==> run_1/cell_classes.png <==
(8 px per micron) Fill, decap, tap and diode cells in gray.
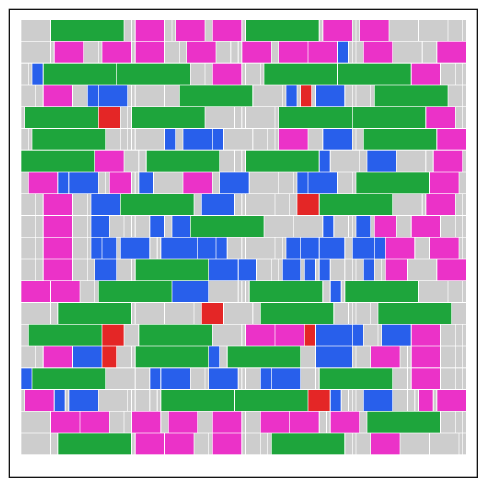
==> run_1/final_congestion.png <==
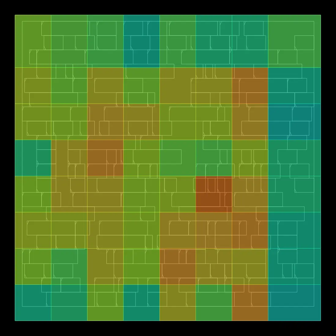
==> run_1/clock_map.png <==
(10 px per micron)
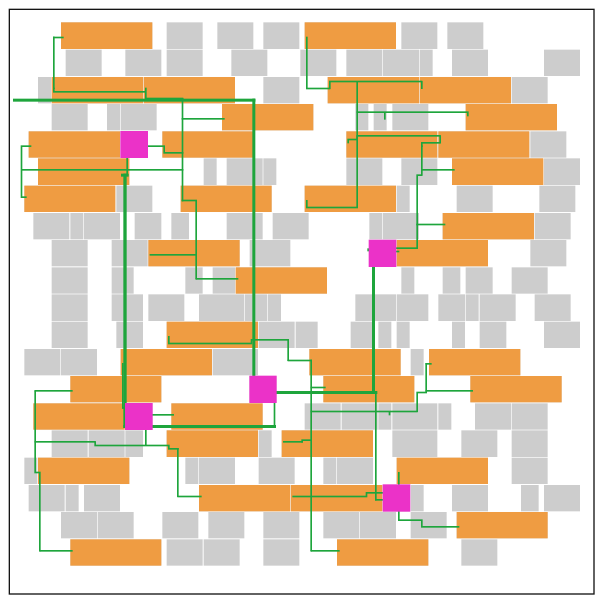
### src/rtl/stopwatch_pkg.sv
// Shared types for the stopwatch display path: time value, lap view states, history depth.
package stopwatch_pkg;

    typedef logic [15:0] time_t;

    typedef enum logic {
        LIVE = 1'b0,
        HOLD = 1'b1
    } lap_state_e;

    localparam int HIST_DEPTH = 4;

endpackage

### src/rtl/lap_hold_timer.sv
// Loadable down-counter for the lap view hold; expire pulses on the tick that takes it from 1 to 0.
module lap_hold_timer #(
    parameter int HOLD_S = 3
) (
    input  logic clk,
    input  logic rst_n,
    input  logic load,
    input  logic tick,
    input  logic clr,
    output logic expire
);

    localparam int CW = (HOLD_S < 2) ? 1 : $clog2(HOLD_S + 1);

    logic [CW-1:0] cnt;

    // HOLD_S=0 loads zero, so the counter never reaches the expiry condition.
    always_ff @(posedge clk or negedge rst_n) begin
        if (!rst_n) begin
            cnt <= '0;
        end else if (clr) begin
            cnt <= '0;
        end else if (load) begin
            cnt <= CW'(HOLD_S);
        end else if (tick && (cnt != '0)) begin
            cnt <= cnt - 1'b1;
        end
    end

    always_comb begin
        expire = tick && !load && !clr && (cnt == CW'(1));
    end

endmodule

### src/rtl/lap_demux16.sv
// Stopwatch display writer: live and lap-frozen time streams plus display mux select.
// Optional 4-entry lap history enabled by defining LAP_DEMUX_HIST_EN.
module lap_demux16
    import stopwatch_pkg::*;
#(
    parameter int W      = 16,
    parameter int HOLD_S = 3,
    parameter int CNT_W  = 4
) (
    input  logic             clk,
    input  logic             rst_n,
    input  logic             tick_1hz,
    input  logic [W-1:0]     time_in,
    input  logic             lap_pulse,
    input  logic             clr_pulse,
`ifdef LAP_DEMUX_HIST_EN
    input  logic [1:0]       hist_idx,
    output logic [W-1:0]     hist_o,
`endif
    output logic [W-1:0]     run_o,
    output logic [W-1:0]     lap_o,
    output logic             sel_o,
    output logic [CNT_W-1:0] lap_cnt,
    output logic             hold_o
);

    localparam logic [0:0] S_LIVE = 1'(LIVE);
    localparam logic [0:0] S_HOLD = 1'(HOLD);

    logic [0:0] state;
    logic       expire;

    lap_hold_timer #(
        .HOLD_S (HOLD_S)
    ) u_timer (
        .clk    (clk),
        .rst_n  (rst_n),
        .load   (lap_pulse),
        .tick   (tick_1hz && (state == S_HOLD)),
        .clr    (clr_pulse),
        .expire (expire)
    );

    always_ff @(posedge clk or negedge rst_n) begin
        if (!rst_n) begin
            run_o   <= '0;
            lap_o   <= '0;
            lap_cnt <= '0;
            state   <= S_LIVE;
        end else begin
            run_o <= time_in;
            if (clr_pulse) begin
                lap_o   <= '0;
                lap_cnt <= '0;
                state   <= S_LIVE;
            end else if (lap_pulse) begin
                lap_o <= time_in;
                if (lap_cnt != '1) begin
                    lap_cnt <= lap_cnt + 1'b1;
                end
                state <= S_HOLD;
            end else if (expire) begin
                state <= S_LIVE;
            end
        end
    end

    assign sel_o  = (state == S_HOLD);
    assign hold_o = (state == S_HOLD);

`ifdef LAP_DEMUX_HIST_EN
    localparam int PW = $clog2(HIST_DEPTH);

    logic [W-1:0]  hist [HIST_DEPTH];
    logic [PW-1:0] wr_ptr;

    always_ff @(posedge clk or negedge rst_n) begin
        if (!rst_n) begin
            for (int unsigned i = 0; i < HIST_DEPTH; i++) hist[i] <= '0;
            wr_ptr <= '0;
        end else if (clr_pulse) begin
            for (int unsigned i = 0; i < HIST_DEPTH; i++) hist[i] <= '0;
            wr_ptr <= '0;
        end else if (lap_pulse) begin
            hist[wr_ptr] <= time_in;
            wr_ptr       <= wr_ptr + 1'b1;
        end
    end

    // Newest entry sits just behind the write pointer.
    always_comb begin
        hist_o = hist[wr_ptr - PW'(1) - PW'(hist_idx)];
    end
`endif

endmodule

### config.mk
export PLATFORM = sky130hd
export DESIGN_NAME = lap_demux16
export DESIGN_NICKNAME = d
export VERILOG_FILES = /design/src/rtl/stopwatch_pkg.sv /design/src/rtl/lap_hold_timer.sv /design/src/rtl/lap_demux16.sv
export SDC_FILE = /design/constraint.sdc
export NUM_CORES = 1
export LEC_CHECK = 0
export CORE_UTILIZATION = 45
export CTS_CLUSTER_DIAMETER = 80
export CTS_CLUSTER_SIZE = 12
export DETAILED_ROUTE_END_ITERATION = 10
export GPL_TIMING_DRIVEN = 1
export PLACE_DENSITY_LB_ADDON = 0.05
export SYNTH_ARGS = -nofsm -noshare
export SYNTH_HDL_FRONTEND = slang
export SYNTH_SLANG_ARGS = --single-unit
### constraint.sdc
create_clock -name clk -period 2.2 [get_ports clk]
set_input_delay 0.44 -clock clk [delete_from_list [all_inputs] [get_ports clk]]
set_output_delay 0.44 -clock clk [all_outputs]
set_load 0.005 [all_outputs]
==> results.yml, run 1 <==
# implementation run metrics
outcome:
  status: "finished, final reports clean"
floorplanning:
  rows: 20
sta:
  period_minus_slack_ns: 1.75
  setup_violations: 0
  rsz0062_at_grt: "no"
synthesis:
  mux_area_share_pct: 12.7
  common_cells: "dfrtp_1 (39), nor2_1 (18), mux2i_1 (17)"
  synth_nets: 129
  synth.avg_cell_area_sq_um: 13.6
  yosysCellCount: 105
  yosys_area_sq_mm: 0.00143
  synthXorXnorAreaFrac_pct: 0.613
clocking:
  clkTransAtPathRegs_ns: 0.11
  clock_sinks: 39
  numCtsBuffers: 5
power_and_ir_drop:
  power_combinational_mw: 0.203
  maxPowerGroup: "sequential cells"
  p_int_mw: 1.01
  combPwrFrac_pct: 15.4
  finalPower_mw: 1.32
  power.switching_mw: 0.314
  leakage_nw: 0.960
routing:
  top_layer_used: "met4"
  vias: 981
  dr_wl_met2_mm: 1.26
  via_per_inst: 4.61
setup_path:
  crit_cells: 1
  crit_type: "reg -> out"
  path_cells: "clkdlybuf4s50_1"
  reg2reg_depth: 3
  cp_top_family: "buffers and inverters"
layout:
  reg.largest.list: "lap_o x16, run_o x16, lap_cnt x4"
  syn_to_final_growth_pct: 46.9
grt:
  global_route.peak_usage_layer: "met2"
min_path:
  hold_class: "in -> async"
Back to the opening pictures, cell_classes.png:
[flip-flops] green | cells: 39
[other buffers and delay cells] magenta | cells: 61
[clock drivers and dummy loads] red | cells: 8
[all other logic] blue | cells: 61

Back to the opening pictures, final_congestion.png:
met2 GRT Util: 26.6%
drt wl/cell: 12.8 microns
met3 Resource Use GR: 5.27%
GRT Total Usage: 18.2%

Back to the opening pictures, clock_map.png:
[clock wires] green | length: 443 microns
[flip-flops] orange | count: 39
[cells driving clock nets] magenta | count: 5
flops lie: all over the die
clock skew: 0.0122 ns
Clk power: 0.340 mW

==> run 1: cell type report <==
type / count / area [sq um] / share of cell area (%)
tap: 44 / 55.1 / 2.63
sequential: 39 / 976 / 46.5
multi-input combinational: 57 / 403 / 19.2
clock buffer: 7 / 45.0 / 2.15
clock inverter: 1 / 5.00 / 0.239
timing repair buffer: 61 / 598 / 28.5
inverter: 4 / 15.0 / 0.716
==> run 1: logic make-up after synthesis <==
| kind of cell | after synthesis |
|---|---|
| fa+ha+maj | 3 |
| flops | 39 |
| compound gates | 6 |
| mux | 18 |
| buf+inv | 9 |
| simple gates | 29 |
| xor+xnor | 1 |
==> run 1: worst reg2reg max path, delay by kind of cell (launching register included) <==
kind / cells / cell delay, ns
fa+ha+maj: 1 / 0.28
flops: 1 / 0.45
mux: 1 / 0.34
compound gates: 1 / 0.21
--- run 2 (diff from run 1) ---
--- a/config.mk
+++ b/config.mk
@@ -5,7 +5,7 @@
 export SDC_FILE = /design/constraint.sdc
 export NUM_CORES = 1
 export LEC_CHECK = 0
-export CORE_UTILIZATION = 45
+export CORE_UTILIZATION = 38
 export CTS_CLUSTER_DIAMETER = 80
 export CTS_CLUSTER_SIZE = 12
 export DETAILED_ROUTE_END_ITERATION = 10
==> constraint.sdc (replaced) <==
create_clock -name clk -period 1.55 [get_ports clk]
set_input_delay 0.31 -clock clk [delete_from_list [all_inputs] [get_ports clk]]
set_output_delay 0.31 -clock clk [all_outputs]
set_load 0.005 [all_outputs]
==> run_2/final_congestion.png <==
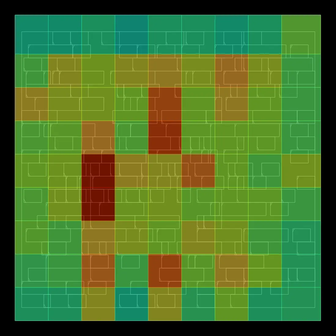
met3 Resource Use GR: 5.25%
met2 GRT Util: 25.1%

==> results.yml, run 2 <==
# implementation run metrics
layout:
  clkbuf_count: 7
  flops: 39
  reg.largest.list: "lap_o x16, run_o x16, lap_cnt x4"
  logic_area_sq_um: 403
  syn_to_final_growth_pct: 54.7
  signal_buffers: 71
  comb_cells: 57
  buffer_area_share_pct: 30.6
  clk_share_pct: 3.68
  sh_comb_area_pct: 18.2
routing:
  wire_per_inst_microns: 12.8
  dr_wl_met2_mm: 1.35
  via_per_inst: 4.60
  vias: 1034
  top_layer_used: "met4"
grt:
  global_route.peak_usage_layer: "met2"
  grt_usage_pct: 15.8
setup_path:
  cp_top_family: "buffers and inverters"
  crit_type: "reg -> out"
  path_cells: "clkdlybuf4s50_1"
synthesis:
  yosysCellCount: 105
  yosys_area_sq_mm: 0.00143
  synth_nets: 129
  common_cells: "dfrtp_1 (39), nor2_1 (18), mux2i_1 (17)"
  synth.avg_cell_area_sq_um: 13.6
  mux_area_share_pct: 12.7
outcome:
  status: "finished, final reports clean"
sta:
  setup_violations: 0
  skew_ns: 0.00174
  rsz0062_at_grt: "no"
  period_minus_slack_ns: 1.50
clocking:
  clkTransAtPathRegs_ns: 0.07
floorplanning:
  nWellTaps: 46
  rows: 21
power_and_ir_drop:
  leakage_nw: 1.02
==> run_2/clock_map.png <==
(10 px per micron)
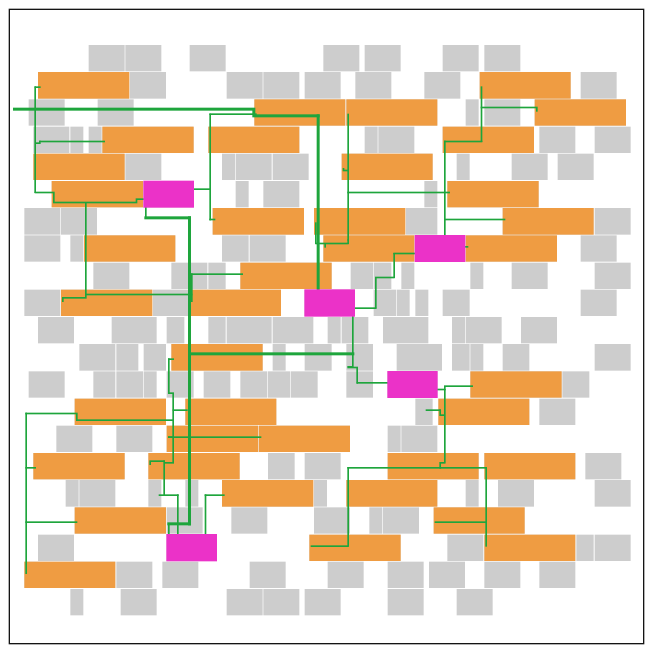
[cells driving clock nets] magenta | count: 5
[clock wires] green | length: 417 microns
[flip-flops] orange | count: 39
routed clock nets: 6
flops lie: all over the die

run 2: path summary, 6_finish.rpt:
| kind | start | end | slack [ns] | depth (start not counted) |
|---|---|---|---|---|
| hold reg to reg | lap_o[10] | lap_o[10] | 0.52 | 2 |
| min in group clk | time_in[11] | run_o[11] | 0.49 | 1 |
| setup reg to reg | lap_cnt[0] | lap_cnt[0] | 0.11 | 4 |
| max in group asynchronous | rst_n | u_timer.cnt[0] | 0.60 | 3 |
| setup / recovery | hold_o | sel_o | 0.05 | 1 |
| hold / removal | rst_n | run_o[4] | 0.46 | 2 |
run 2: report_power, final:
| group | switching, mW | total, mW | internal [mW] |
|---|---|---|---|
| combinational | 0.116 | 0.308 | 0.192 |
| sequential | 0.0263 | 1.10 | 1.07 |
| clock | 0.312 | 0.627 | 0.315 |
No activity file was given, so power comes from the tool's default toggle rates.
